**src/rtl/sram_host_arbiter_pkg.sv**
```systemverilog
// Shared types and defaults for the SRAM host arbiter: FSM state encodings
// and the default boot configuration address.
package sram_arb_pkg;
    localparam logic [20:0] DEF_CFG_ADDR = 21'h008FD5;

    typedef logic [2:0] state_t;
    localparam state_t BOOT    = 3'd0;
    localparam state_t RUN     = 3'd1;
    localparam state_t HGRANT  = 3'd2;
    localparam state_t HACCESS = 3'd3;
    localparam state_t HDONE   = 3'd4;
endpackage

```
**src/rtl/sram_host_arbiter_if.sv**
```systemverilog
// Machine, host and SRAM pad signals of the arbiter, bundled as one interface.
// The slave modport is the arbiter's view; master is the environment's view.
interface sram_host_arbiter_if;
    logic [18:0] sam_addr;
    logic        sam_we_n;
    logic [7:0]  sam_wdata;
    logic        sam_free;
    logic        host_req;
    logic        host_we;
    logic [20:0] host_addr;
    logic [7:0]  host_wdata;
    logic        host_ack;
    logic [7:0]  host_rdata;
    logic [20:0] sram_addr;
    logic        sram_we_n;
    logic [7:0]  sram_data_out;
    logic        sram_data_oe;
    logic [7:0]  sram_data_in;

    modport slave (
        input  sam_addr, sam_we_n, sam_wdata, sam_free,
        input  host_req, host_we, host_addr, host_wdata,
        output host_ack, host_rdata,
        output sram_addr, sram_we_n, sram_data_out, sram_data_oe,
        input  sram_data_in
    );

    modport master (
        output sam_addr, sam_we_n, sam_wdata, sam_free,
        output host_req, host_we, host_addr, host_wdata,
        input  host_ack, host_rdata,
        input  sram_addr, sram_we_n, sram_data_out, sram_data_oe,
        output sram_data_in
    );
endinterface

```
**src/rtl/sram_host_arbiter.sv**
```systemverilog
// Owns the external SRAM port: boot-time config read, zero-latency machine
// pass-through, and single-byte host transfers slotted into machine-free windows.
module sram_host_arbiter
    import sram_arb_pkg::*;
#(
    parameter logic [20:0] CFG_ADDR    = DEF_CFG_ADDR,
    parameter int          BOOT_CYCLES = 7,
    parameter int          HOST_CYCLES = 2,
    parameter logic [1:0]  SAM_BANK    = 2'b00
) (
    input  logic                      clk,
    input  logic                      reset_n,
    sram_host_arbiter_if.slave        bus,
    output logic [1:0]                cfg_out,
    output logic                      machine_reset_n
);
    localparam int MAXC = (BOOT_CYCLES > HOST_CYCLES) ? BOOT_CYCLES : HOST_CYCLES;
    localparam int CW   = $clog2(MAXC) + 1;

    state_t        r_state;
    logic [CW-1:0] r_cnt;
    logic [20:0]   r_haddr;
    logic          r_hwe;
    logic [7:0]    r_hwdata;
    logic          r_ack;
    logic [7:0]    r_rdata;
    logic [1:0]    r_cfg;
    logic          r_mrst_n;

    logic w_boot_done;
    logic w_hlast;

    assign w_boot_done = (r_cnt == CW'(BOOT_CYCLES - 1));
    assign w_hlast     = (r_cnt == CW'(HOST_CYCLES - 1));

    always_ff @(posedge clk or negedge reset_n) begin
        if (!reset_n) begin
            r_state  <= BOOT;
            r_cnt    <= '0;
            r_haddr  <= '0;
            r_hwe    <= 1'b0;
            r_hwdata <= '0;
            r_ack    <= 1'b0;
            r_rdata  <= '0;
            r_cfg    <= 2'b00;
            r_mrst_n <= 1'b0;
        end else begin
            r_ack <= 1'b0;
            case (r_state)
                BOOT: begin
                    r_cfg <= bus.sram_data_in[1:0];
                    if (w_boot_done) begin
                        r_state  <= RUN;
                        r_cnt    <= '0;
                        r_mrst_n <= 1'b1;
                    end else begin
                        r_cnt <= r_cnt + CW'(1);
                    end
                end
                RUN: begin
                    if (bus.host_req && bus.sam_free) begin
                        r_state  <= HGRANT;
                        r_haddr  <= bus.host_addr;
                        r_hwe    <= bus.host_we;
                        r_hwdata <= bus.host_wdata;
                    end
                end
                HGRANT: begin
                    r_state <= HACCESS;
                    r_cnt   <= '0;
                end
                HACCESS: begin
                    if (w_hlast) begin
                        r_state <= HDONE;
                        r_cnt   <= '0;
                        r_ack   <= 1'b1;
                        if (!r_hwe) r_rdata <= bus.sram_data_in;
                    end else begin
                        r_cnt <= r_cnt + CW'(1);
                    end
                end
                HDONE:   r_state <= RUN;
                default: begin
                    r_state <= BOOT;
                    r_cnt   <= '0;
                end
            endcase
        end
    end

    // Write strobe is released on the final access cycle so data holds past we_n rising.
    always_comb begin
        bus.sram_addr     = CFG_ADDR;
        bus.sram_we_n     = 1'b1;
        bus.sram_data_out = bus.sam_wdata;
        bus.sram_data_oe  = 1'b0;
        case (r_state)
            RUN, HDONE: begin
                bus.sram_addr    = {SAM_BANK, bus.sam_addr};
                bus.sram_we_n    = bus.sam_we_n;
                bus.sram_data_oe = ~bus.sam_we_n;
            end
            HGRANT: begin
                bus.sram_addr     = r_haddr;
                bus.sram_data_out = r_hwdata;
                bus.sram_data_oe  = r_hwe;
            end
            HACCESS: begin
                bus.sram_addr     = r_haddr;
                bus.sram_we_n     = ~(r_hwe & ~w_hlast);
                bus.sram_data_out = r_hwdata;
                bus.sram_data_oe  = r_hwe;
            end
            default: ;
        endcase
    end

    assign bus.host_ack   = r_ack;
    assign bus.host_rdata = r_rdata;
    assign cfg_out        = r_cfg;
    assign machine_reset_n = r_mrst_n;
endmodule

```
**src/flat_wrapper.sv**
```systemverilog
// flat-port wrapper written by rule: the top's interface ports become plain ports
module sram_host_arbiter_flat import sram_arb_pkg::*;
#(
    parameter logic [20:0] CFG_ADDR    = DEF_CFG_ADDR,
    parameter int          BOOT_CYCLES = 7,
    parameter int          HOST_CYCLES = 2,
    parameter logic [1:0]  SAM_BANK    = 2'b00
)
  (clk, reset_n, cfg_out, machine_reset_n, bus_sam_addr, bus_sam_we_n, bus_sam_wdata, bus_sam_free, bus_host_req, bus_host_we, bus_host_addr, bus_host_wdata, bus_host_ack, bus_host_rdata, bus_sram_addr, bus_sram_we_n, bus_sram_data_out, bus_sram_data_oe, bus_sram_data_in);
  sram_host_arbiter_if bus_i ();
  input  logic clk;
  input  logic reset_n;
  output logic [1:0] cfg_out;
  output logic machine_reset_n;
  input wire logic [$bits(bus_i.sam_addr)-1:0] bus_sam_addr;
  input wire logic [$bits(bus_i.sam_we_n)-1:0] bus_sam_we_n;
  input wire logic [$bits(bus_i.sam_wdata)-1:0] bus_sam_wdata;
  input wire logic [$bits(bus_i.sam_free)-1:0] bus_sam_free;
  input wire logic [$bits(bus_i.host_req)-1:0] bus_host_req;
  input wire logic [$bits(bus_i.host_we)-1:0] bus_host_we;
  input wire logic [$bits(bus_i.host_addr)-1:0] bus_host_addr;
  input wire logic [$bits(bus_i.host_wdata)-1:0] bus_host_wdata;
  output wire logic [$bits(bus_i.host_ack)-1:0] bus_host_ack;
  output wire logic [$bits(bus_i.host_rdata)-1:0] bus_host_rdata;
  output wire logic [$bits(bus_i.sram_addr)-1:0] bus_sram_addr;
  output wire logic [$bits(bus_i.sram_we_n)-1:0] bus_sram_we_n;
  output wire logic [$bits(bus_i.sram_data_out)-1:0] bus_sram_data_out;
  output wire logic [$bits(bus_i.sram_data_oe)-1:0] bus_sram_data_oe;
  input wire logic [$bits(bus_i.sram_data_in)-1:0] bus_sram_data_in;
  assign bus_i.sam_addr = bus_sam_addr;
  assign bus_i.sam_we_n = bus_sam_we_n;
  assign bus_i.sam_wdata = bus_sam_wdata;
  assign bus_i.sam_free = bus_sam_free;
  assign bus_i.host_req = bus_host_req;
  assign bus_i.host_we = bus_host_we;
  assign bus_i.host_addr = bus_host_addr;
  assign bus_i.host_wdata = bus_host_wdata;
  assign bus_host_ack = bus_i.host_ack;
  assign bus_host_rdata = bus_i.host_rdata;
  assign bus_sram_addr = bus_i.sram_addr;
  assign bus_sram_we_n = bus_i.sram_we_n;
  assign bus_sram_data_out = bus_i.sram_data_out;
  assign bus_sram_data_oe = bus_i.sram_data_oe;
  assign bus_i.sram_data_in = bus_sram_data_in;
  sram_host_arbiter #(.CFG_ADDR(CFG_ADDR), .BOOT_CYCLES(BOOT_CYCLES), .HOST_CYCLES(HOST_CYCLES), .SAM_BANK(SAM_BANK)) u_core (.clk(clk), .reset_n(reset_n), .bus(bus_i), .cfg_out(cfg_out), .machine_reset_n(machine_reset_n));
endmodule
```
**config.mk**
```make
export PLATFORM = sky130hd
export DESIGN_NAME = sram_host_arbiter_flat
export DESIGN_NICKNAME = d
export VERILOG_FILES = /design/src/rtl/sram_host_arbiter_pkg.sv /design/src/rtl/sram_host_arbiter_if.sv /design/src/rtl/sram_host_arbiter.sv /design/src/flat_wrapper.sv
export SDC_FILE = /design/constraint.sdc
export NUM_CORES = 1
export LEC_CHECK = 0
export ABC_CLOCK_PERIOD_IN_PS = 5360
export CAP_MARGIN = 20
export CORE_ASPECT_RATIO = 0.6
export CORE_MARGIN = 3
export CORE_UTILIZATION = 40
export DETAILED_ROUTE_END_ITERATION = 6
export PLACE_DENSITY_LB_ADDON = 0.12
export SYNTH_ARGS = -nofsm -noshare
export SYNTH_HDL_FRONTEND = slang
export SYNTH_SLANG_ARGS = --single-unit
```
**constraint.sdc**
```tcl
create_clock -name clk -period 5.36 [get_ports clk]
set_clock_uncertainty 0.15 [all_clocks]
set_input_delay 1.608 -clock clk [delete_from_list [all_inputs] [get_ports clk]]
set_output_delay 1.608 -clock clk [all_outputs]
set_load 0.03 [all_outputs]
```
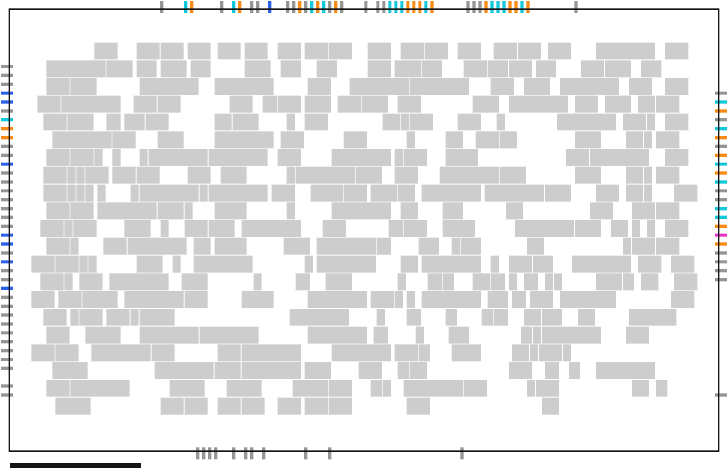
**Above:** pin map.
Bar = 20 um. Pins as bars across the die edge, other pins in gray.
| port | color | pins | direction | edge |
|---|---|---|---|---|
| bus_sram_data_oe | magenta | 1 | output | right |
| bus_sram_addr | orange | 21 | output | 13 top, 6 right, 2 left |
| bus_sam_addr | cyan | 19 | input | 12 top, 6 right, 1 left |
| bus_host_wdata | blue | 8 | input | 7 left, 1 top |
all pins by edge: 42 top, 37 left, 23 right, 11 bottom
Die W: 108 um
die height: 67.5 um

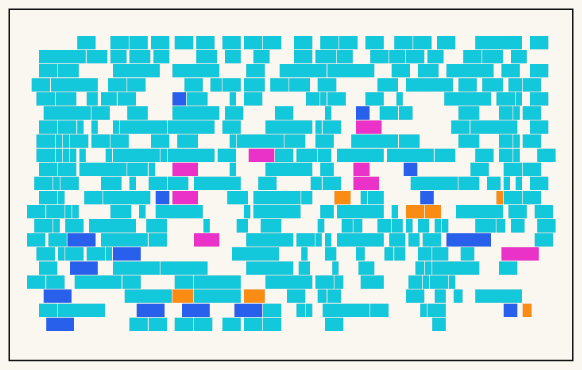
**Above:** cells by drive strength.
| size | color | cells | share | most used |
|---|---|---|---|---|
| _3 and _4 cells | blue | 15 | 4.5% | mux2_4 |
| _6 and larger | magenta | 8 | 2.4% | clkbuf_8 |
| _0 and _1 cells | cyan | 301 | 91% | clkdlybuf4s50_1 |
| _2 cells | orange | 7 | 2.1% | mux2_2 |
setup ws final: 0.429 ns
P&R area growth vs syn: 49.9%

==> flow_metrics.env <==
# implementation run metrics
export IMPL_status="finished clean"
export IMPL_htreeDepth=2
export IMPL_clkPwrFrac_pct=9.6
export IMPL_antenna_cells=0
export IMPL_combPwrFrac_pct=61.2
export IMPL_final_setup_tns_ns=0
export IMPL_p_int_mw=1.35
export IMPL_dpl_cell_area_mm2=0.00368
export IMPL_worst_pin_slew_ns=0.875
export IMPL_r2r_slack_ns=2.92
export IMPL_critical_path_max_stage_delay_ns=0.67
export IMPL_ys_seq_share_pct=48.7
export IMPL_crit_path_frequent_cell="clkdlybuf4s50_1"
export IMPL_postCtsResizedCells=0
export IMPL_clockBufferDepth=2
export IMPL_synth_area_top_cells="dfrtp_1 49%, mux2_1 13%, nand2_1 6.1%"
export IMPL_swShare_pct=45.1
export IMPL_rr_endpoint="u_core.bus.host_rdata[5]$_DFFE_PN0P_"
export IMPL_top_cells_by_count="49 x dfrtp_1, 41 x nand2_1, 30 x mux2_1, 11 x a22oi_1, 9 x a22o_1"
export IMPL_track_usage_pct=18.5
export IMPL_rows=21
export IMPL_drv_slew=0
export IMPL_grt_pass1_vias=2102
export IMPL_endpoint_kind="output port"
export IMPL_grt_max_degree=50
export IMPL_fillCellCount=481
export IMPL_ant_nets=0
export IMPL_yosys_warnings=0
export IMPL_hold_viol_final=0
export IMPL_switchingPower_mw=1.10
export IMPL_dp_slack_ns=0.436
export IMPL_drtIter0Drc=92
export IMPL_grt_pass1_wl_um=10500
export IMPL_path_cells="clkdlybuf4s50_1 -> nor2_1 -> a31oi_1 -> o22a_1 -> clkdlybuf4s50_1"
export IMPL_clock_sinks=49
export IMPL_async_reset_ff_share_pct=100
export IMPL_critPathKind="in -> out"
export IMPL_power_mw=2.45
export IMPL_r2r_start="u_core.r_state[1]$_DFFE_PN0P_"
export IMPL_setup_viol=0
export IMPL_drive_gt1_share_pct=9.06
export IMPL_min_to="u_core.machine_reset_n$_DFFE_PN0P_"
export IMPL_max_slew_margin_rel_pct=41.4
export IMPL_cts_hold_buffers_added=0
export IMPL_rsz0062_at_grt="no"
export IMPL_avgViaCountPerCell=5.09
export IMPL_path_buffers=2
export IMPL_drt_wirelength_per_cell_um=15.9
export IMPL_layout_min_cycle_time_ns=4.93
export IMPL_cts_root_buf="clkbuf_8"
export IMPL_crit_fanout=3
export IMPL_antenna_found_initial=0
export IMPL_synthCells=225
export IMPL_ys_ff=49
export IMPL_postCtsSetupBuffers=0
export IMPL_required_ns=3.60
export IMPL_pwr_share_seq_pct=29.2
export IMPL_timing_final_crit_share_pct=92.0
export IMPL_clk_latency_ns=0.29
export IMPL_yosysMostFrequentCell="dfrtp_1"
export IMPL_min_path_cells=1
export IMPL_ir_drop_v=0.000354
export IMPL_drv_cap=0
export IMPL_core_area_mm2=0.00583
export IMPL_synth_distinct_cells=46
export IMPL_drc=0
export IMPL_clk_pin_slew_ns=0.09
export IMPL_timing_fmax_ghz=0.203
export IMPL_synthesis_area_mm2=0.00252
export IMPL_vias=2092
export IMPL_synth_nets=295
export IMPL_ys_chip_area_mm2=0.00252
export IMPL_final_net_count=400
export IMPL_drt_pass1_iterations=5
export IMPL_stdcell_area_mm2=0.00378
export IMPL_ys_flop_type="dfrtp_1"
export IMPL_port_buffers=112
export IMPL_crit_path_top_delay_cell="clkdlybuf4s50_1"
export IMPL_p_leak_nw=1.64
export IMPL_reg2reg_depth=3
export IMPL_synth_avg_cell_area_um2=11.2
export IMPL_fin_cells=411
export IMPL_edf_count=0
export IMPL_top_cell_area_share_pct=48.7
export IMPL_log_warning_count=26
export IMPL_power_density_mw_per_mm2=649
export IMPL_cp_start_kind="input port"
export IMPL_yosys_cells=225
export IMPL_holdWs_ns=0.319
export IMPL_synth_area_leader_cell="dfrtp_1"
export IMPL_die_area_mm2=0.00732
export IMPL_cts_tree="built"
export IMPL_numCtsBuffers=5
export IMPL_gp_congestion=0.862
export IMPL_cp_top_family="buffers and inverters"
export IMPL_grt_overflow_total=0
export IMPL_post_dp_hpwl_um=4830
export IMPL_min_path_type="reg -> reg"
export IMPL_boundaryPins=113
export IMPL_cp_arrival_ns=3.17
export IMPL_routed_wl_um=6540
export IMPL_placedCellCount=403
export IMPL_worstHoldStart="u_core.machine_reset_n$_DFFE_PN0P_"
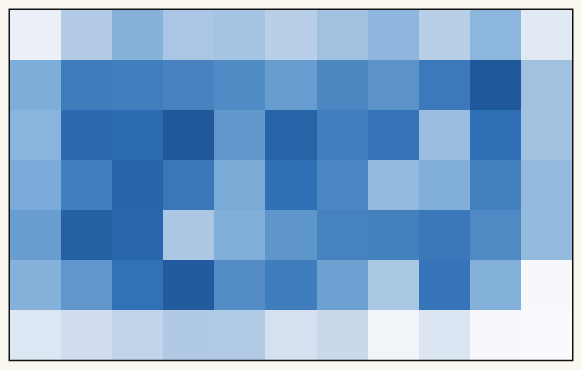
**Above:** local utilization.
The die is cut into 11 by 7 equal tiles; white is low, dark blue is high, 0 to 100% covered.
fullest tile: 84%
mean over tiles: 50%
emptiest ninth of the die: lower right
tiles over 75% full: 12%
fp_density: 43.2%
final core utilization: 64.7%

## worst max path at each step
stage                     cells past startpoint  slack, ns         start             to
after floorplan                               3       1.52  bus_sam_we_n  bus_sram_we_n
after global placement                        5       0.43  bus_sam_we_n  bus_sram_we_n
after detailed placement                      5       0.44  bus_sam_we_n  bus_sram_we_n
after CTS                                     5       0.42  bus_sam_we_n  bus_sram_we_n
after global routing                          5       0.37  bus_sam_we_n  bus_sram_we_n
final                                         5       0.43  bus_sam_we_n  bus_sram_we_n
## state kept, by name, summed over array words and instances, names as in the netlist
register,count
u_core.bus.host_ack,1
u_core.bus.host_rdata,8
u_core.r_haddr,21
u_core.r_hwe,1
u_core.r_hwdata,8
u_core.cfg_out,2
u_core.machine_reset_n,1
u_core.r_cnt,4
u_core.r_state,3
## layer usage
metal / up-vias / wire length [um] / GRT usage [%]
li1: 1011 / - / -
met1: 996 / 3120 / 26.5
met2: 79 / 2730 / 27.3
met3: 6 / 621 / 6.11
met4: 0 / 65 / 3.94
met5: - / 0 / 0
## power by group through the flow
stage               Combinational [mW]  Clock, mW  Sequential, mW
floorplan                        0.936          0           0.717
global placement                  1.49          0           0.713
detailed placement                1.51          0           0.718
CTS                               1.51      0.243           0.714
global route                      1.61      0.261           0.746
finish                            1.50      0.236           0.715
## layout by cell type, fill, tap and decap left out, types with 4 or more instances in the layout
cell	count
dfrtp_1	49
a22o_1	9
clkbuf_8	6
nor2_1	8
clkdlybuf4s50_1	111
buf_4	5
mux2_4	8
mux2_1	30
nand2_1	41
nand2b_1	4
a22oi_1	11
## layout make-up
class / instances / area [um2] / share of cell area [%]
multi-input cells: 154 / 1190 / 31.4
clock inverters: 2 / 16.3 / 0.431
well taps: 80 / 100 / 2.65
clock buffers: 6 / 82.6 / 2.19
repair buffers: 117 / 1150 / 30.6
flip-flops and latches: 49 / 1230 / 32.5
inverters: 3 / 11.3 / 0.298
## cell families (layout without fill, tap and decap cells)
kind of cell / count (synthesis) / count (layout) / share of synthesized area [%]
mux: 41 / 41 / 19.5
flops: 49 / 49 / 48.7
buf+inv: 22 / 128 / 4.72
simple gates: 71 / 71 / 14.3
compound gates: 42 / 42 / 12.9
No activity file was given, so power comes from the tool's default toggle rates.
